==> run_1/m1.png <==
Bar = 20 um. Cells faint in the background.
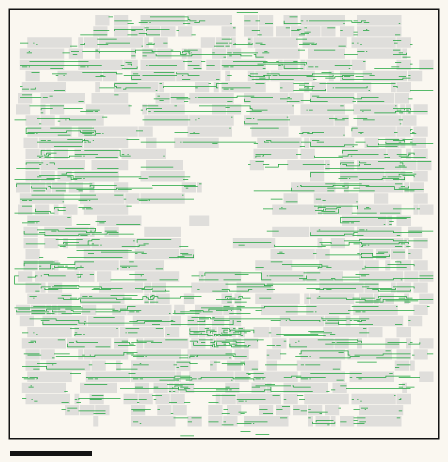
==> run_1/m2.png <==
Bar = 20 um. Cells faint in the background.
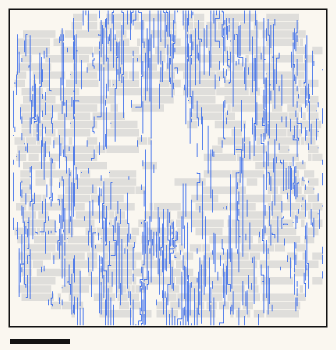
==> run_1/m3.png <==
Bar = 20 um. Cells faint in the background.
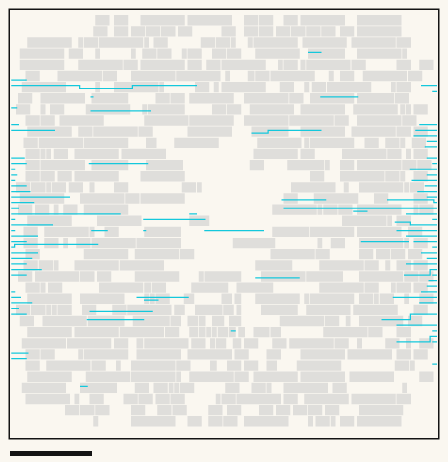
<file path="src/rtl/pipe_buf.sv">
// ---------------------------------------------------------------------------
// pipe_buf : elastic pipeline register between two CPU pipeline stages.
//
// A DEPTH-entry FIFO of opaque WIDTH-bit payloads with a valid/ready
// handshake on both sides, a synchronous flush for redirects, and an
// all-zero payload whenever the buffer is empty, so that downstream
// control fields decode as a NOP bubble.
//
// Ports
//   clk        in   1      rising-edge clock
//   resetn     in   1      asynchronous active-low reset
//   in_valid   in   1      upstream presents a payload
//   in_ready   out  1      buffer has a free entry
//   in_data    in   WIDTH  upstream payload
//   out_valid  out  1      head entry is valid
//   out_ready  in   1      downstream consumes the head (low = stall)
//   out_data   out  WIDTH  head payload, zero when out_valid is low
//   flush      in   1      discard every entry on the next edge
//   count      out  CW     occupancy, 0..DEPTH
//
// Handshake: a beat moves across a side on a rising edge exactly when that
// side's valid and ready are both high in the preceding cycle and flush is
// low. in_ready and out_valid are decoded from registered occupancy only, so
// neither depends combinationally on the opposite side, and a full buffer
// never passes a beat straight through. Upstream may drop or change in_valid
// and in_data while in_ready is low.
// ---------------------------------------------------------------------------
module pipe_buf #(
    parameter int WIDTH = 64,
    parameter int DEPTH = 2,
    localparam int CW = $clog2(DEPTH + 1)
) (
    input  logic             clk,
    input  logic             resetn,
    input  logic             in_valid,
    output logic             in_ready,
    input  logic [WIDTH-1:0] in_data,
    output logic             out_valid,
    input  logic             out_ready,
    output logic [WIDTH-1:0] out_data,
    input  logic             flush,
    output logic [CW-1:0]    count
);

    // Pointers need at least one bit even when DEPTH is 1.
    localparam int PW = (DEPTH > 1) ? $clog2(DEPTH) : 1;
    localparam logic [PW-1:0] LAST_IDX = PW'(DEPTH - 1);
    localparam logic [CW-1:0] FULL_CNT = CW'(DEPTH);

    logic [WIDTH-1:0] mem_q [DEPTH];
    logic [PW-1:0]    rp_q, rp_d;
    logic [PW-1:0]    wp_q, wp_d;
    logic [CW-1:0]    cnt_q, cnt_d;
    logic             push, pop;

    assign in_ready  = (cnt_q != FULL_CNT);
    assign out_valid = (cnt_q != '0);
    assign out_data  = out_valid ? mem_q[rp_q] : '0;
    assign count     = cnt_q;

    // Flush wins over both sides: the beat offered during a flush cycle is
    // dropped and the head is not counted as consumed.
    assign push = in_valid & in_ready & ~flush;
    assign pop  = out_valid & out_ready & ~flush;

    always_comb begin
        rp_d  = rp_q;
        wp_d  = wp_q;
        cnt_d = cnt_q;
        if (flush) begin
            rp_d  = '0;
            wp_d  = '0;
            cnt_d = '0;
        end else begin
            // Explicit wrap compare: DEPTH need not be a power of two.
            if (push) begin
                wp_d = (wp_q == LAST_IDX) ? '0 : wp_q + PW'(1);
            end
            if (pop) begin
                rp_d = (rp_q == LAST_IDX) ? '0 : rp_q + PW'(1);
            end
            case ({push, pop})
                2'b10:   cnt_d = cnt_q + CW'(1);
                2'b01:   cnt_d = cnt_q - CW'(1);
                default: cnt_d = cnt_q;
            endcase
        end
    end

    always_ff @(posedge clk or negedge resetn) begin
        if (!resetn) begin
            rp_q  <= '0;
            wp_q  <= '0;
            cnt_q <= '0;
        end else begin
            rp_q  <= rp_d;
            wp_q  <= wp_d;
            cnt_q <= cnt_d;
        end
    end

    // Payload storage carries no reset: emptiness is tracked by cnt_q and
    // out_data is masked to zero while empty, so stale contents never leak.
    always_ff @(posedge clk) begin
        if (push) begin
            mem_q[wp_q] <= in_data;
        end
    end

endmodule

</file>
<file path="config.mk">
export PLATFORM = sky130hd
export DESIGN_NAME = pipe_buf
export DESIGN_NICKNAME = d
export VERILOG_FILES = /design/src/rtl/pipe_buf.sv
export SDC_FILE = /design/constraint.sdc
export NUM_CORES = 1
export LEC_CHECK = 0
export ABC_CLOCK_PERIOD_IN_PS = 6840
export CORE_UTILIZATION = 48
export DETAILED_ROUTE_END_ITERATION = 6
export PLACE_DENSITY = 0.8
export SYNTH_ARGS = -nofsm -noshare
export SYNTH_HDL_FRONTEND = slang
export SYNTH_SLANG_ARGS = --single-unit
</file>
<file path="constraint.sdc">
create_clock -name clk -period 6.84 [get_ports clk]
set_clock_uncertainty 0.2 [all_clocks]
set_input_delay 1.368 -clock clk [delete_from_list [all_inputs] [get_ports clk]]
set_output_delay 1.368 -clock clk [all_outputs]
set_load 0.005 [all_outputs]
</file>
==> reports/qor.log, run 1 <==
INFO  status         outcome=finished, final reports clean
INFO  floorplanning  floorplan.die.width=105um
INFO  layout         commonest_cells_after_routing_fill_and_taps_aside=sky130_fd_sc_hd__clkdlybuf4s50_1, sky130_fd_sc_hd__edfxtp_1, sky130_fd_sc_hd__mux2i_1, sky130_fd_sc_hd__nor2_1, sky130_fd_sc_hd__clkbuf_16
INFO  final_timing   fmax=237MHz
INFO  power          post-layout-total-power=2.08mW
INFO  detailed_routing wl_per_cell=16.0um
INFO  worst_setup_path critPathArrivalTime=2.65ns
INFO  logic_synthesis ffs_latches_synth=132
INFO  clocking       cts-hold-fix-buffers=0
INFO  global_route   antenna_found_initial=0
INFO  detailed_routing remaining_drc_errors=0
INFO  power          powerClk=929uW
INFO  placement      place_ws=3.14ns
INFO  logic_synthesis synthesis.instances=297
INFO  layout         layout.cells.most_common=sky130_fd_sc_hd__clkdlybuf4s50_1
INFO  final_timing   period_needed=4.22ns
INFO  worst_setup_path cp-start-kind=flip-flop
INFO  final_timing   finalHoldViolCount=0
INFO  layout         inv_count=3
INFO  global_route   grt_usage=0.183
INFO  global_route   grt_busiest_layer=met2
INFO  final_timing   timing.final.setup_violations=0
INFO  run            tool_warnings=26
INFO  floorplanning  fp.dieH=105um
INFO  detailed_routing post_drt_via_cell_ratio=5.00
INFO  final_timing   worstMarginPinSlew=1.15ns
INFO  layout         layout.clock.cell_area_share=0.0850
INFO  layout         signed_area_change_from_the_synthesized_netlist_to_the_final_layout=42.1%
INFO  layout         layout.cell_area.non_filler=0.00717mm2
INFO  worst_setup_path worst_r2r_path_depth=5
INFO  placement      placed_cells_incl_taps=560
INFO  worst_setup_path rrSetupSlack=4.69ns
## Picture notes: m1.png
main direction	horizontal
nets with wire on the layer	445
WL final: 9440 um
Vias: 2,957

## Picture notes: m2.png
share of all routed wire	51%
wire length on this layer	4,800 um
global-route met2 utilization: 0.305

## Picture notes: m3.png
share of all routed wire	6.5%
nets with wire on the layer	82
wire length on this layer	616 um
GRT met3 Usage: 0.0558

-- run 1: flip-flops by register name, indices dropped and copies added, names as in the netlist --
signal  count
mem_q     128
count       2
rp_q        1
wp_q        1
-- run 1: cell usage after synthesis (2+ instances only) --
master / number
sky130_fd_sc_hd__buf_2: 7
sky130_fd_sc_hd__nor2_1: 66
sky130_fd_sc_hd__mux2i_1: 65
sky130_fd_sc_hd__o21ai_0: 2
sky130_fd_sc_hd__inv_2: 2
sky130_fd_sc_hd__nor3b_1: 2
sky130_fd_sc_hd__a21oi_1: 4
sky130_fd_sc_hd__dfrtp_1: 4
sky130_fd_sc_hd__edfxtp_1: 128
sky130_fd_sc_hd__buf_4: 6
==> run 2, diff against run 1 <==
--- a/config.mk
+++ b/config.mk
@@ -5,7 +5,7 @@
 export SDC_FILE = /design/constraint.sdc
 export NUM_CORES = 1
 export LEC_CHECK = 0
-export ABC_CLOCK_PERIOD_IN_PS = 6840
+export ABC_CLOCK_PERIOD_IN_PS = 4300
 export CORE_UTILIZATION = 48
 export DETAILED_ROUTE_END_ITERATION = 6
 export PLACE_DENSITY = 0.8
==> constraint.sdc (replaced) <==
create_clock -name clk -period 4.3 [get_ports clk]
set_clock_uncertainty 0.2 [all_clocks]
set_input_delay 0.86 -clock clk [delete_from_list [all_inputs] [get_ports clk]]
set_output_delay 0.86 -clock clk [all_outputs]
set_load 0.005 [all_outputs]
==> run 2 against run 1 <==
  * Register-to-register slack lost 2.8 ns
  * Sequential share of layout area is essentially flat
  * Largest power group unchanged
  * Core utilization is essentially flat
  * First-iteration DRC count grew 1.3%
  * Critical path depth grew 1
  * Via count shrank 2.3%
  * Count of clock-buffer cells in the layout shrank 3
  * Synthesized area is the same
  * Highest routed layer unchanged
  * Non-clock buffer count is the same
==> reports/qor.log, run 2 <==
INFO  global_route   antenna_found_initial=0 [unchanged]
INFO  status         outcome=finished, final reports clean [unchanged]
INFO  worst_setup_path cp-start-kind=flip-flop [unchanged]
INFO  layout         commonest_cells_after_routing_fill_and_taps_aside=sky130_fd_sc_hd__clkdlybuf4s50_1, sky130_fd_sc_hd__edfxtp_1, sky130_fd_sc_hd__mux2i_1, sky130_fd_sc_hd__nor2_1, sky130_fd_sc_hd__clkbuf_16 [unchanged]
INFO  global_route   groute.layer.met2.usage=0.305 [about the same]
INFO  layout         most_flop_heavy_register=mem_q [unchanged]
INFO  placement      placed_cells_incl_taps=560 [unchanged]
INFO  detailed_routing vias=2,889 [was 2,957]
INFO  final_timing   finalHoldViolCount=0 [unchanged]
INFO  detailed_routing wirelength=9380um [was 9440 um]
INFO  logic_synthesis netlist.top_cell.by_instances=sky130_fd_sc_hd__edfxtp_1 [unchanged]
INFO  global_route   grt_busiest_layer=met2 [unchanged]
INFO  layout         inv_count=3 [unchanged]
INFO  global_route   grt.met3_usage=0.0514 [was 0.0558]
INFO  worst_setup_path worst_r2r_path_depth=5 [unchanged]
INFO  detailed_routing remaining_drc_errors=0 [unchanged]
INFO  global_route   grt_usage=0.183 [about the same]
INFO  layout         signed_area_change_from_the_synthesized_netlist_to_the_final_layout=42.1% [about the same]
INFO  logic_synthesis ranking_of_synthesized_cells_by_instance_count=sky130_fd_sc_hd__edfxtp_1, sky130_fd_sc_hd__nor2_1, sky130_fd_sc_hd__mux2i_1 [unchanged]
INFO  logic_synthesis ffs_latches_synth=132 [unchanged]
INFO  final_timing   worstMarginPinSlew=0.863ns [was 1.15 ns]
INFO  clocking       cts-hold-fix-buffers=0 [unchanged]
INFO  power          powerClk=1.40mW [was 929 uW]
INFO  final_timing   timing.final.setup_violations=0 [unchanged]
INFO  worst_setup_path rrSetupSlack=1.89ns [was 4.69 ns]
INFO  worst_setup_path critPathArrivalTime=2.44ns [was 2.65 ns]
INFO  power          post-layout-total-power=3.23mW [was 2.08 mW]
INFO  detailed_routing post_drt_via_cell_ratio=4.88 [was 5.00]
INFO  layout         layout.clock.cell_area_share=0.0827 [was 0.0850]
==> run 2: critical path, stage by stage, from the launching register on <==
cell	delay [ns]
sky130_fd_sc_hd__dfrtp_1	0.48
sky130_fd_sc_hd__nor2_4	0.50
sky130_fd_sc_hd__buf_4	0.38
sky130_fd_sc_hd__nor2_1	0.11
sky130_fd_sc_hd__clkdlybuf4s50_1	0.45
==> run 2: cell families after synthesis <==
| logic type | share of synthesized area |
|---|---|
| flops | 0.782 |
| xor+xnor | 0.00174 |
| mux | 0.129 |
| simple gates | 0.0595 |
| compound gates | 0.00893 |
| buf+inv | 0.0189 |
==> run 2: per-layer routing <==
metal	up-vias	part of all wire
li1	1406	-
met1	1383	0.41
met2	92	0.52
met3	8	0.055
met4	0	0.0091
met5	-	0
==> run_2/pinout.png <==
Bar = 20 um. Pins as bars across the die edge, other pins in grey.
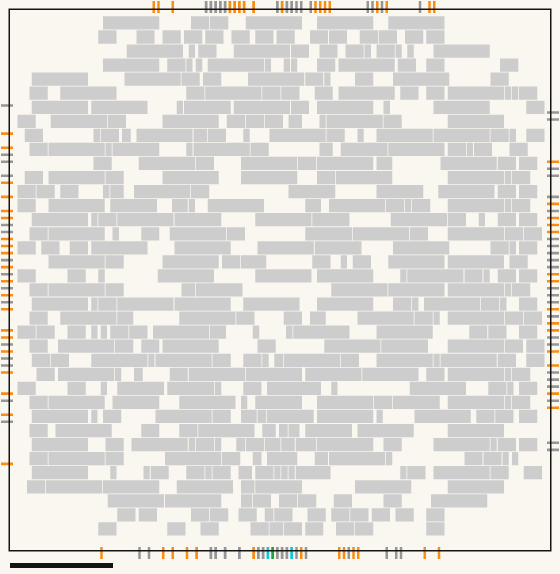
colour	port	pins	direction	edge
cyan	count	2	output	bottom
green	out_ready	1	input	bottom
orange	in_data	64	input	20 left, 17 top, 14 right, 13 bottom
all pins by edge	37 right, 35 left, 33 bottom, 32 top
number of I/O port buffers: 136
die x size: 105 um
chip height: 105 um

==> run 3, diff against run 2 <==
--- a/config.mk
+++ b/config.mk
@@ -5,7 +5,7 @@
 export SDC_FILE = /design/constraint.sdc
 export NUM_CORES = 1
 export LEC_CHECK = 0
-export ABC_CLOCK_PERIOD_IN_PS = 4300
+export ABC_CLOCK_PERIOD_IN_PS = 3460
 export CORE_UTILIZATION = 48
 export DETAILED_ROUTE_END_ITERATION = 6
 export PLACE_DENSITY = 0.8
==> constraint.sdc (replaced) <==
create_clock -name clk -period 3.46 [get_ports clk]
set_clock_uncertainty 0.2 [all_clocks]
set_input_delay 0.692 -clock clk [delete_from_list [all_inputs] [get_ports clk]]
set_output_delay 0.692 -clock clk [all_outputs]
set_load 0.005 [all_outputs]
==> run 3 against run 2 <==
  * Sequential share of layout area fell by 0.80 points
  * Non-clock buffer count is 6 higher
  * Synthesized cell count unchanged
  * Register-to-register slack got worse by 0.68 ns
  * Clock power grew 34%
  * Sequential power increased by 24%
  * Global-route usage grew 0.24 points
  * Routed wire length grew 3.0%
  * Critical path type unchanged
  * Critical endpoint is now out_data[12]
  * Largest cell class unchanged
==> reports/qor.log, run 3 <==
INFO  worst_setup_path cp-start-kind=flip-flop [unchanged]
INFO  detailed_routing post_drt_via_cell_ratio=4.99 [was 4.88]
INFO  layout         commonest_cells_after_routing_fill_and_taps_aside=sky130_fd_sc_hd__clkdlybuf4s50_1, sky130_fd_sc_hd__edfxtp_1, sky130_fd_sc_hd__mux2i_1, sky130_fd_sc_hd__nor2_1, sky130_fd_sc_hd__clkbuf_16 [unchanged]
INFO  floorplanning  fp.dieH=105um [unchanged]
INFO  layout         layout.clock.cell_area_share=0.0864 [was 0.0827]
INFO  worst_setup_path worst_r2r_path_depth=5 [unchanged]
INFO  logic_synthesis ranking_of_synthesized_cells_by_instance_count=sky130_fd_sc_hd__edfxtp_1, sky130_fd_sc_hd__nor2_1, sky130_fd_sc_hd__mux2i_1 [unchanged]
INFO  logic_synthesis synth_cell_types=21 [unchanged]
INFO  logic_synthesis ffs_latches_synth=132 [unchanged]
INFO  worst_setup_path path_buffers=2 [unchanged]
INFO  final_timing   finalHoldViolCount=0 [unchanged]
INFO  logic_synthesis topCombFamilyByArea=multiplexers [unchanged]
INFO  layout         largest_register_ffs=128 [unchanged]
INFO  layout         layout.cell_area.non_filler=0.00727mm2 [was 0.00717 mm2]
INFO  placement      place_ws=0.620ns [was 1.15 ns]
INFO  logic_synthesis synthesis.instances=297 [unchanged]
INFO  detailed_routing wirelength=9660um [was 9380 um]
INFO  placement      placed_cells_incl_taps=565 [was 560]
INFO  logic_synthesis post_synth_fa_ha_maj_area_fraction=0 [unchanged]
INFO  layout         nMultiInputCombCells=148 [unchanged]
INFO  final_timing   period_needed=3.17ns
INFO  worst_setup_path cp_max_stage_cell=sky130_fd_sc_hd__nor2_4 [unchanged]
INFO  detailed_routing wl_per_cell=16.1um [was 15.8 um]
INFO  power          powerClk=1.87mW [was 1.40 mW]
INFO  logic_synthesis simple_gate_share=0.0595 [unchanged]
INFO  worst_setup_path crit_cells=4 [unchanged]
INFO  layout         fin_cells=598 [was 592]
INFO  layout         inv_count=3 [unchanged]
INFO  status         outcome=finished, final reports clean [unchanged]
INFO  final_timing   fmax=316MHz
INFO  clocking       cts-hold-fix-buffers=0 [unchanged]
INFO  power          post-layout-total-power=4.16mW [was 3.23 mW]
INFO  run            cap_violations=0 [unchanged]
INFO  layout         signed_area_change_from_the_synthesized_netlist_to_the_final_layout=44.2% [was 42.1%]
INFO  logic_synthesis netlist.top_cell.by_instances=sky130_fd_sc_hd__edfxtp_1 [unchanged]
INFO  logic_synthesis mux_area_frac=0.129 [unchanged]
INFO  final_timing   finalMaxSlewViolations=0 [unchanged]
INFO  worst_setup_path critPathArrivalTime=2.27ns [was 2.44 ns]
INFO  worst_setup_path crit_family=buffers and inverters [unchanged]
INFO  power          pg_seq=1.85mW [was 1.49 mW]
INFO  logic_synthesis synthXorXnorAreaFrac=0.00174 [unchanged]
INFO  layout         most_flop_heavy_register=mem_q [unchanged]
INFO  global_route   grt_usage=0.185 [was 0.183]
INFO  layout         layout.cells.most_common=sky130_fd_sc_hd__clkdlybuf4s50_1 [unchanged]
INFO  detailed_routing remaining_drc_errors=0 [unchanged]
INFO  logic_synthesis post_synth_ao_oa_area_fraction=0.00893 [unchanged]
INFO  worst_setup_path crit_path_max_incr_delay=0.50ns [about the same]
INFO  global_route   antenna_found_initial=0 [unchanged]
-- run 3: cell counts after synthesis --
No cell type changed its count.
-- run 3: metal layers --
| layer | track usage | vias up | routed length (um) |
|---|---|---|---|
| li1 | - | 1410 | - |
| met1 | 0.223 | 1452 | 4000 |
| met2 | 0.308 | 107 | 4960 |
| met3 | 0.0526 | 14 | 552 |
| met4 | 0.0857 | 0 | 141 |
| met5 | 0 | - | 0 |
-- run 3: worst paths after layout --
kind                          start  slack [ns]            to
setup / recovery           count[0]        0.29  out_data[12]
hold / removal               resetn        0.20      count[1]
setup reg to reg           count[1]        1.21  mem_q[1][54]
hold reg to reg                wp_q        0.42          wp_q
max in group asynchronous    resetn        2.66          rp_q
min in group clk               wp_q        0.42          wp_q
==> run_3/m1.png <==
Bar = 20 um. Cells faint in the background.
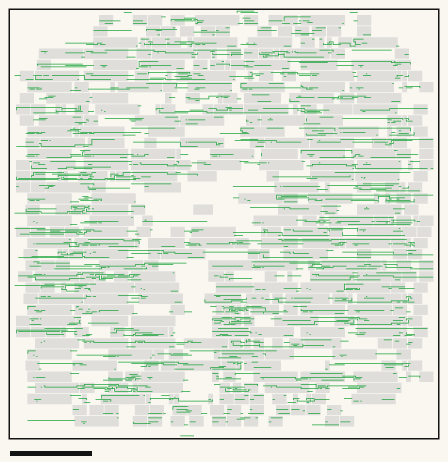
nets with wire on the layer	449
share of all routed wire	41%
global routing usage on met1: 0.223
Vias: 2,983

Power is estimated from default activity; no workload was simulated.
